==> src/rtl/uart_tx_ctrl_if.sv <==
// -----------------------------------------------------------------------------
// uart_tx_ctrl_if
// Host-side word handshake into the UART transmit frame sequencer.
//   i_data       : word offered by the host (DATA_W bits)
//   i_data_valid : host offers i_data this cycle
//   o_ready      : sequencer can accept a word (high only while idle)
// Modports: master = host / TX buffer side, slave = uart_tx_ctrl side.
// -----------------------------------------------------------------------------
interface uart_tx_ctrl_if #(
  parameter int DATA_W = 8
);
  logic [DATA_W-1:0] i_data;
  logic              i_data_valid;
  logic              o_ready;

  modport master (
    output i_data,
    output i_data_valid,
    input  o_ready
  );

  modport slave (
    input  i_data,
    input  i_data_valid,
    output o_ready
  );
endinterface

==> src/rtl/uart_tx_ctrl.sv <==
// -----------------------------------------------------------------------------
// uart_tx_ctrl
// Frame sequencer for the UART transmit path. Accepts a word over a
// valid/ready handshake, generates the per-bit baud tick and drives the serial
// line through start, data (LSB first), optional parity and stop bits.
//
// Ports:
//   i_clk   : system clock
//   i_rst   : asynchronous active-low reset
//   bus     : uart_tx_ctrl_if.slave (i_data, i_data_valid, o_ready)
//   o_tx    : serial line, idle high
//   o_busy  : frame in progress (always !o_ready)
//   o_done  : one-cycle pulse during the last cycle of the final stop bit
//
// Build option: define UART_TX_PARITY_EN to insert a parity bit after the
// data bits (even, or odd when PARITY_ODD=1).
// -----------------------------------------------------------------------------
module uart_tx_ctrl #(
  parameter int DATA_W       = 8,
  parameter int CLKS_PER_BIT = 16,
  parameter int STOP_BITS    = 1,
  parameter int PARITY_ODD   = 0
) (
  input  logic                 i_clk,
  input  logic                 i_rst,
  uart_tx_ctrl_if.slave        bus,
  output logic                 o_tx,
  output logic                 o_busy,
  output logic                 o_done
);

  localparam int BAUD_W = $clog2(CLKS_PER_BIT);
  localparam int BIT_W  = $clog2(DATA_W);
  localparam logic [BAUD_W-1:0] BAUD_LAST = BAUD_W'(CLKS_PER_BIT - 1);
  localparam logic [BIT_W-1:0]  BIT_LAST  = BIT_W'(DATA_W - 1);

  if (DATA_W < 5 || DATA_W > 9 || CLKS_PER_BIT < 2 ||
      (STOP_BITS != 1 && STOP_BITS != 2) ||
      (PARITY_ODD != 0 && PARITY_ODD != 1)) begin : g_bad_param
    $error("uart_tx_ctrl: parameter out of range");
  end

  typedef enum logic [2:0] {
    IDLE,
    START,
    DATA,
`ifdef UART_TX_PARITY_EN
    PARITY,
`endif
    STOP
  } state_t;

  state_t              state_q, state_d;
  logic [BAUD_W-1:0]   baud_q, baud_d;
  logic [BIT_W-1:0]    bit_q, bit_d;
  logic [DATA_W-1:0]   shift_q, shift_d;
  logic                stop_q, stop_d;
  logic                tx_q, tx_d;
  logic                ready_q, ready_d;
  logic                done_q, done_d;
  logic                bit_end;
  logic                stop_last;
  logic                stop_last_d;
`ifdef UART_TX_PARITY_EN
  logic                par_q, par_d;
`endif

  assign bit_end   = (baud_q == BAUD_LAST);
  assign stop_last = (STOP_BITS == 1) || stop_q;

  always_comb begin
    state_d = state_q;
    shift_d = shift_q;
    bit_d   = bit_q;
    stop_d  = 1'b0;
`ifdef UART_TX_PARITY_EN
    par_d   = par_q;
`endif
    case (state_q)
      IDLE: begin
        if (bus.i_data_valid) begin
          state_d = START;
          shift_d = bus.i_data;
`ifdef UART_TX_PARITY_EN
          par_d   = (^bus.i_data) ^ (PARITY_ODD != 0);
`endif
        end
      end
      START: begin
        if (bit_end) begin
          state_d = DATA;
          bit_d   = '0;
        end
      end
      DATA: begin
        if (bit_end) begin
          shift_d = shift_q >> 1;
          if (bit_q == BIT_LAST) begin
`ifdef UART_TX_PARITY_EN
            state_d = PARITY;
`else
            state_d = STOP;
`endif
          end else begin
            bit_d = bit_q + 1'b1;
          end
        end
      end
`ifdef UART_TX_PARITY_EN
      PARITY: begin
        if (bit_end) state_d = STOP;
      end
`endif
      STOP: begin
        stop_d = stop_q;
        if (bit_end) begin
          if (stop_last) state_d = IDLE;
          else           stop_d  = 1'b1;
        end
      end
      default: state_d = IDLE;
    endcase

    // Baud count restarts on every state change; inside DATA/STOP it wraps
    // on bit_end to time the next bit of the same state.
    if (state_d != state_q || state_q == IDLE || bit_end) baud_d = '0;
    else                                                   baud_d = baud_q + 1'b1;

    // Outputs are registered by decoding the next-state values, so each
    // output flop already holds the value for the cycle it belongs to.
    stop_last_d = (STOP_BITS == 1) || stop_d;
    case (state_d)
      IDLE:    tx_d = 1'b1;
      START:   tx_d = 1'b0;
      DATA:    tx_d = shift_d[0];
`ifdef UART_TX_PARITY_EN
      PARITY:  tx_d = par_q;
`endif
      STOP:    tx_d = 1'b1;
      default: tx_d = 1'b1;
    endcase
    ready_d = (state_d == IDLE);
    done_d  = (state_d == STOP) && (baud_d == BAUD_LAST) && stop_last_d;
  end

  always_ff @(posedge i_clk or negedge i_rst) begin
    if (!i_rst) begin
      state_q <= IDLE;
      baud_q  <= '0;
      bit_q   <= '0;
      shift_q <= '0;
      stop_q  <= 1'b0;
      tx_q    <= 1'b1;
      ready_q <= 1'b1;
      done_q  <= 1'b0;
`ifdef UART_TX_PARITY_EN
      par_q   <= 1'b0;
`endif
    end else begin
      state_q <= state_d;
      baud_q  <= baud_d;
      bit_q   <= bit_d;
      shift_q <= shift_d;
      stop_q  <= stop_d;
      tx_q    <= tx_d;
      ready_q <= ready_d;
      done_q  <= done_d;
`ifdef UART_TX_PARITY_EN
      par_q   <= par_d;
`endif
    end
  end

  assign bus.o_ready = ready_q;
  assign o_busy      = ~ready_q;
  assign o_tx        = tx_q;
  assign o_done      = done_q;

endmodule
==> src/flat_wrapper.sv <==
// flat-port wrapper written by rule: the top's interface ports become plain ports
module uart_tx_ctrl_flat 
#(
  parameter int DATA_W       = 8,
  parameter int CLKS_PER_BIT = 16,
  parameter int STOP_BITS    = 1,
  parameter int PARITY_ODD   = 0
)
  (i_clk, i_rst, o_tx, o_busy, o_done, bus_i_data, bus_i_data_valid, bus_o_ready);
  uart_tx_ctrl_if #(.DATA_W(DATA_W)) bus_i ();
  input  logic i_clk;
  input  logic i_rst;
  output logic o_tx;
  output logic o_busy;
  output logic o_done;
  input wire logic [$bits(bus_i.i_data)-1:0] bus_i_data;
  input wire logic [$bits(bus_i.i_data_valid)-1:0] bus_i_data_valid;
  output wire logic [$bits(bus_i.o_ready)-1:0] bus_o_ready;
  assign bus_i.i_data = bus_i_data;
  assign bus_i.i_data_valid = bus_i_data_valid;
  assign bus_o_ready = bus_i.o_ready;
  uart_tx_ctrl #(.DATA_W(DATA_W), .CLKS_PER_BIT(CLKS_PER_BIT), .STOP_BITS(STOP_BITS), .PARITY_ODD(PARITY_ODD)) u_core (.i_clk(i_clk), .i_rst(i_rst), .bus(bus_i), .o_tx(o_tx), .o_busy(o_busy), .o_done(o_done));
endmodule
==> config.mk <==
export PLATFORM = sky130hd
export DESIGN_NAME = uart_tx_ctrl_flat
export DESIGN_NICKNAME = d
export VERILOG_FILES = /design/src/rtl/uart_tx_ctrl_if.sv /design/src/rtl/uart_tx_ctrl.sv /design/src/flat_wrapper.sv
export SDC_FILE = /design/constraint.sdc
export NUM_CORES = 1
export LEC_CHECK = 0
export ABC_CLOCK_PERIOD_IN_PS = 3500
export CAP_MARGIN = 0
export CELL_PAD_IN_SITES_DETAIL_PLACEMENT = 1
export CELL_PAD_IN_SITES_GLOBAL_PLACEMENT = 2
export CORE_MARGIN = 1
export CORE_UTILIZATION = 35
export CTS_CLUSTER_SIZE = 40
export DETAILED_ROUTE_END_ITERATION = 6
export HOLD_SLACK_MARGIN = 0.03
export MAX_ROUTING_LAYER = met4
export PLACE_DENSITY_LB_ADDON = 0.1
export SETUP_SLACK_MARGIN = 0.3
export SLEW_MARGIN = 10
export SYNTH_ARGS = -nofsm -noshare
export SYNTH_HDL_FRONTEND = slang
export SYNTH_SLANG_ARGS = --single-unit
==> constraint.sdc <==
create_clock -name i_clk -period 3.5 [get_ports i_clk]
set_clock_uncertainty 0.2 [all_clocks]
set_input_delay 0.35 -clock i_clk [delete_from_list [all_inputs] [get_ports i_clk]]
set_output_delay 0.35 -clock i_clk [all_outputs]
set_load 0.05 [all_outputs]
run_1/port_nets.png
Scale: 8 px per µm.
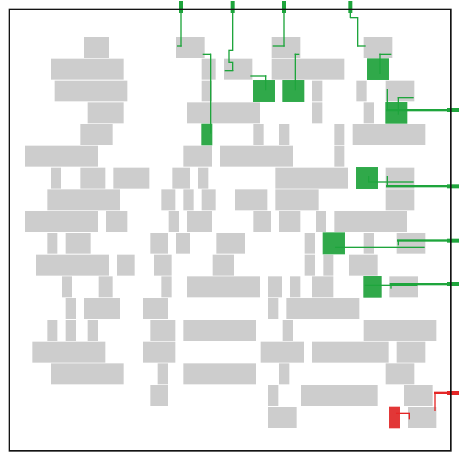
| port | color | direction | edge | end cells | buffers | wire |
|---|---|---|---|---|---|---|
| o_busy | red | output | right | 1 | 1 | 6.10 µm |
| bus_i_data | green | input | 4 right, 4 top | 8 | 8 | 109 µm |
number of port buffers: 14
num ports: 15

run_1/final_congestion.png
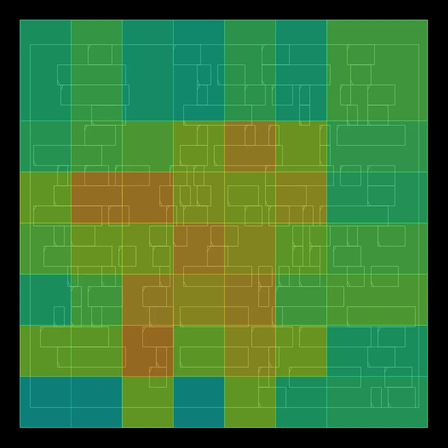
met3 Use GR: 0.0574
total track usage: 0.152

run_1/registers.png
Scale: 8 px per µm. Other sequential cells in the stronger gray, the rest of the logic in the fainter gray.
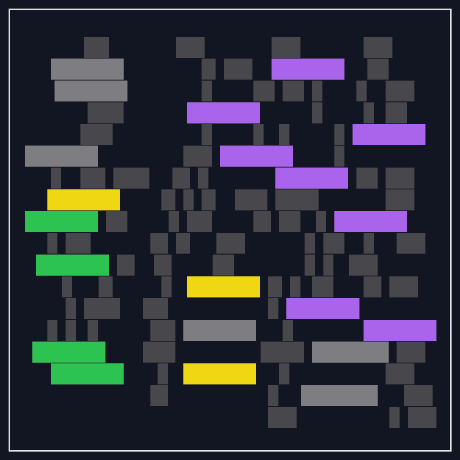
| netlist name | color | placed flops |
|---|---|---|
| u_core.state_q | yellow | 3 |
| u_core.shift_q | purple | 8 |
| u_core.baud_q | green | 4 |
not colored: 6

run_1/gate_families.png
Scale: 8 px per µm.
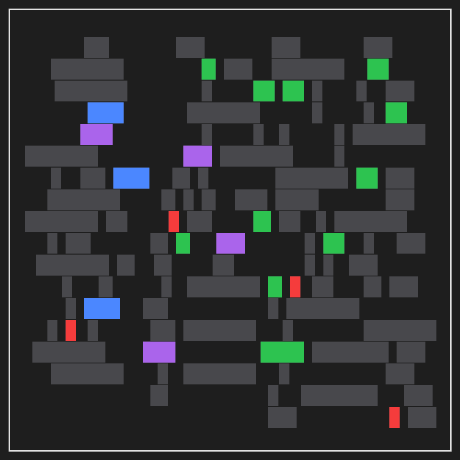
| family | color | cells |
|---|---|---|
| adder and majority cells | blue | 3 |
| multiplexers | purple | 4 |
| inverting AOI/OAI gates | green | 11 |
| inverters | red | 4 |
Non-Filler Instances: 138
Comb/total area: 0.351
Commonest Layout Cell: dfrtp_1

==> Slide: Implementation Results, run 1 <==
Run Summary

Run status
  • Status: finished clean

Floorplanning
  • Die width: 55.0 µm
  • Fp_density: 0.383
  • Std-Cell Rows: 18
  • Core area: 2570 µm²

Synth
  • Yosys Instances: 93
  • Dominant flop cell: dfrtp_1
  • Post-synth regs: 21
  • Syn Inst Count: 93
  • Syn_nets: 107
  • Cell type with the largest total area: dfrtp_1

Critical path
  • Worst reg2reg path depth: 5
  • CP top delay family: buffers and inverters
  • Crit path cell chain: clkdlybuf4s50_1
  • WP buf/inv: 1
  • Crit. path cell count: 1

Route
  • Detailed-route via count: 708
  • Pre-antenna DRT Iters: 4
  • Vias per cell: 5.13

CTS
  • Clock Pin Slew Worst Setup and Hold Paths: 110 ps
  • Hold Buf Count CTS: 0

Global routing
  • First-pass GRT wire length: 2990 µm
  • Initial antenna violation count: 0
  • Vias in the first global route: 698
  • Largest net degree at the start of global routing: 22

Hold path
  • Hold Startpoint: u_core.baud_q[0]$_DFF_PN0_
  • HP Class: flip-flop to flip-flop

Placement
  • Placed Instances: 134
  • Placed cell areas: 1140 µm²

Finish
  • FILL cells: 292
  • Layout cell share with drive strength beyond 1: 0.111

Power and ir drop
  • Comb pwr share: 0.137
  • Power Sequential: 273 µW
  • Switch share: 0.256

Flow run
  • Log Warnings: 26

STA
  • RSZ-0062 raised after global routing: false
## run 1: worst reg2reg max path, cell delays in order, from the launching register on
cell       delay [ps]
dfrtp_1           420
ha_1              240
and3_1            220
a31oi_1           520
a221o_1           290
a2bb2oi_2         140
## run 1: routing by layer
layer | share of wire | global-route usage | routed length, µm | vias to the layer above
met2 | 0.47 | 0.239 | 840 | 16
met4 | 0.012 | 0.0625 | 21 | 0
met5 | 0 | - | 0 | -
met1 | 0.46 | 0.174 | 831 | 343
li1 | - | - | - | 347
met3 | 0.059 | 0.0574 | 106 | 2
## run 1: cell families (layout without fill, tap and decap cells)
group | count (synthesis) | in the layout | synth area share
simple gates | 40 | 40 | 0.201
flops | 21 | 21 | 0.537
compound gates | 14 | 14 | 0.111
buf+inv | 8 | 23 | 0.0483
mux | 4 | 4 | 0.0433
fa+ha+maj | 3 | 3 | 0.0382
xor+xnor | 2 | 2 | 0.0178
other cells | 1 | 1 | 0.00381
## run 1: cell type report
class                   count  area [µm²]  area share
clock buffers               4        26.3      0.0226
well taps                  30        37.5      0.0323
flip-flops and latches     21         528       0.454
inverters                   4        15.0      0.0129
repair buffers             15         148       0.127
multi-input cells          64         408       0.351
## run 1: through the flow
| step | power, µW | hold slack, ps | utilization |
|---|---|---|---|
| 2_1_floorplan | 312 | -146 | - |
| 3_3_place_gp | 340 | 262 | 0.442 |
| 3_5_place_dp | 341 | 273 | 0.442 |
| 4_1_cts | 462 | 294 | 0.453 |
| 5_1_grt | 482 | 325 | 0.453 |
| 6_report | 450 | 285 | 0.453 |
## run 1: state kept, by name (all words and copies together), names as in the netlist
register / flops
u_core.o_tx: 1
u_core.baud_q: 4
u_core.bit_q: 3
u_core.bus.o_ready: 1
u_core.shift_q: 8
u_core.state_q: 3
u_core.o_done: 1
run_1/met2.png
Scale: 4 px per µm. Cells faint in the background.
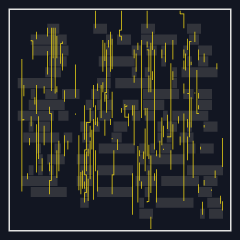

==> run 2, diff against run 1 <==
Settings changed: ABC_CLOCK_PERIOD_IN_PS 3500 to 1830, CORE_UTILIZATION 35 to 30.
Clock period 3.5 ns to 1.83 ns, I/O delays scaled along.
run_2/met2.png
Scale: 4 px per µm. Cells faint in the background.
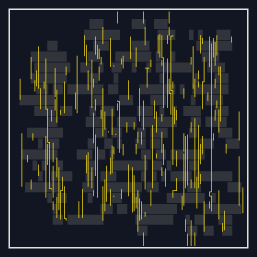
wire length on this layer: 1020 µm
share of all routed wire: 48%
main direction: vertical
longest straight run: 37.0 µm
nets with wire on the layer: 125

==> run 2 against run 1 <==
Combinational power rose to 2.5 times the previous value. Non-clock buffer count up 20. Via count up 13%. Synthesized cell count unchanged. Register-to-register slack worse by 1300 ps. Clock power up 92%. Critical endpoint is now u_core.o_tx$_DFF_PN1_. Total power up 100%. Core utilization up 2.0 points. Worst hold slack worse by 16 ps. Sequential power up 93%. Largest cell class unchanged. Synthesized area unchanged.
==> Slide: Implementation Results, run 2 <==
Run Summary

Floorplanning
  • Num ports: 15 (unchanged)
  • Fp_density: 0.320 (-0.0635)
  • Die width: 59.3 µm (+7.7%)

Critical path
  • CP top delay family: flip-flops
  • Worst reg2reg path depth: 7 (+2)
  • Crit path cell chain: ha_4 -> ha_4 -> and3b_1 -> mux2i_2 -> buf_4 -> nand2_1 -> a2bb2oi_2

Global routing
  • Largest net degree at the start of global routing: 22 (unchanged)
  • First-pass GRT wire length: 3720 µm (+25%)
  • Vias in the first global route: 830 (+19%)

Finish
  • Regs by FF count: u_core.shift_q x8, u_core.baud_q x4
  • FILL cells: 350 (+20%)
  • Commonest Layout Cell: buf_4
  • Max FFs per register: 8 (unchanged)
  • Layout cell share with drive strength beyond 1: 0.438 (+0.326)

Synth
  • Syn_nets: 107 (unchanged)
  • Top non-seq family: simple AND/OR/NAND/NOR gates
  • Syn Inst Count: 93 (unchanged)
  • Mux area share: 0.0433 (unchanged)

Power and ir drop
  • Total chip power: 902 µW (+100%)

Hold path
  • HP Class: primary input to flip-flop

Placement
  • Placed Instances: 155 (+16%)

STA
  • RSZ-0062 raised after global routing: true

Route
  • Vias per cell: 4.65 (-9.5%)
  • Detailed-route via count: 799 (+13%)

Flow run
  • Log Warnings: 29 (+12%)

Run status
  • Status: finished clean
[run 2: cell counts after synthesis]
Identical to the previous run, type by type.
[run 2: worst min path at each step]
stage | start | to | slack, ps | cells after the start
after global placement | u_core.shift_q[6]$_DFFE_PN0P_ | u_core.shift_q[6]$_DFFE_PN0P_ | 260 | 2
final | bus_i_data[7] | u_core.shift_q[7]$_DFFE_PN0P_ | 270 | 3
after floorplan | i_rst | u_core.baud_q[0]$_DFF_PN0_ | -310 | 0
after CTS | bus_i_data[7] | u_core.shift_q[7]$_DFFE_PN0P_ | 220 | 3
after detailed placement | u_core.shift_q[5]$_DFFE_PN0P_ | u_core.shift_q[5]$_DFFE_PN0P_ | 270 | 2
after global routing | bus_i_data[7] | u_core.shift_q[7]$_DFFE_PN0P_ | 270 | 3
[run 2: logic make-up after synthesis]
kind of cell / after synthesis
muxes: 4
other: 1
DFF: 21
xor gates and xnor gates: 2
AOI/OAI and AO/OA: 14
and+or+nand+nor: 40
adders and majority gates: 3
buffers and inverters: 8
[run 2: what timing repair did]
item                                   CTS  global route
gates resized                           13            12
setup endpoints to repair               14            18
endpoints found under the hold margin   19             0
pin swaps                                8            13
setup buffers                            6             6
hold buffers                             1             0
[run 2: metal layers]
metal,wire length (µm),global-route usage
met1,987,0.182
met2,1020,0.231
met3,70,0.0218
met4,53,0.0816
met5,0,-
[run 2: report_power, final]
part | switching [µW] | internal, µW | total [µW]
logic | 77.7 | 78.0 | 156
clock network | 136 | 85.0 | 221
registers | 24.0 | 502 | 526
[run 2: cell type report]
type                            instances  area, µm²  share of cell area
Tap cell                               44       55.1              0.0378
Clock buffer                            4       26.3              0.0181
Multi-Input combinational cell         64        528               0.363
Timing Repair Buffer                   35        302               0.207
Inverter                                4       15.0              0.0103
Sequential cell                        21        529               0.364
Power figures rest on the tool's default switching activity, not on a simulated workload.
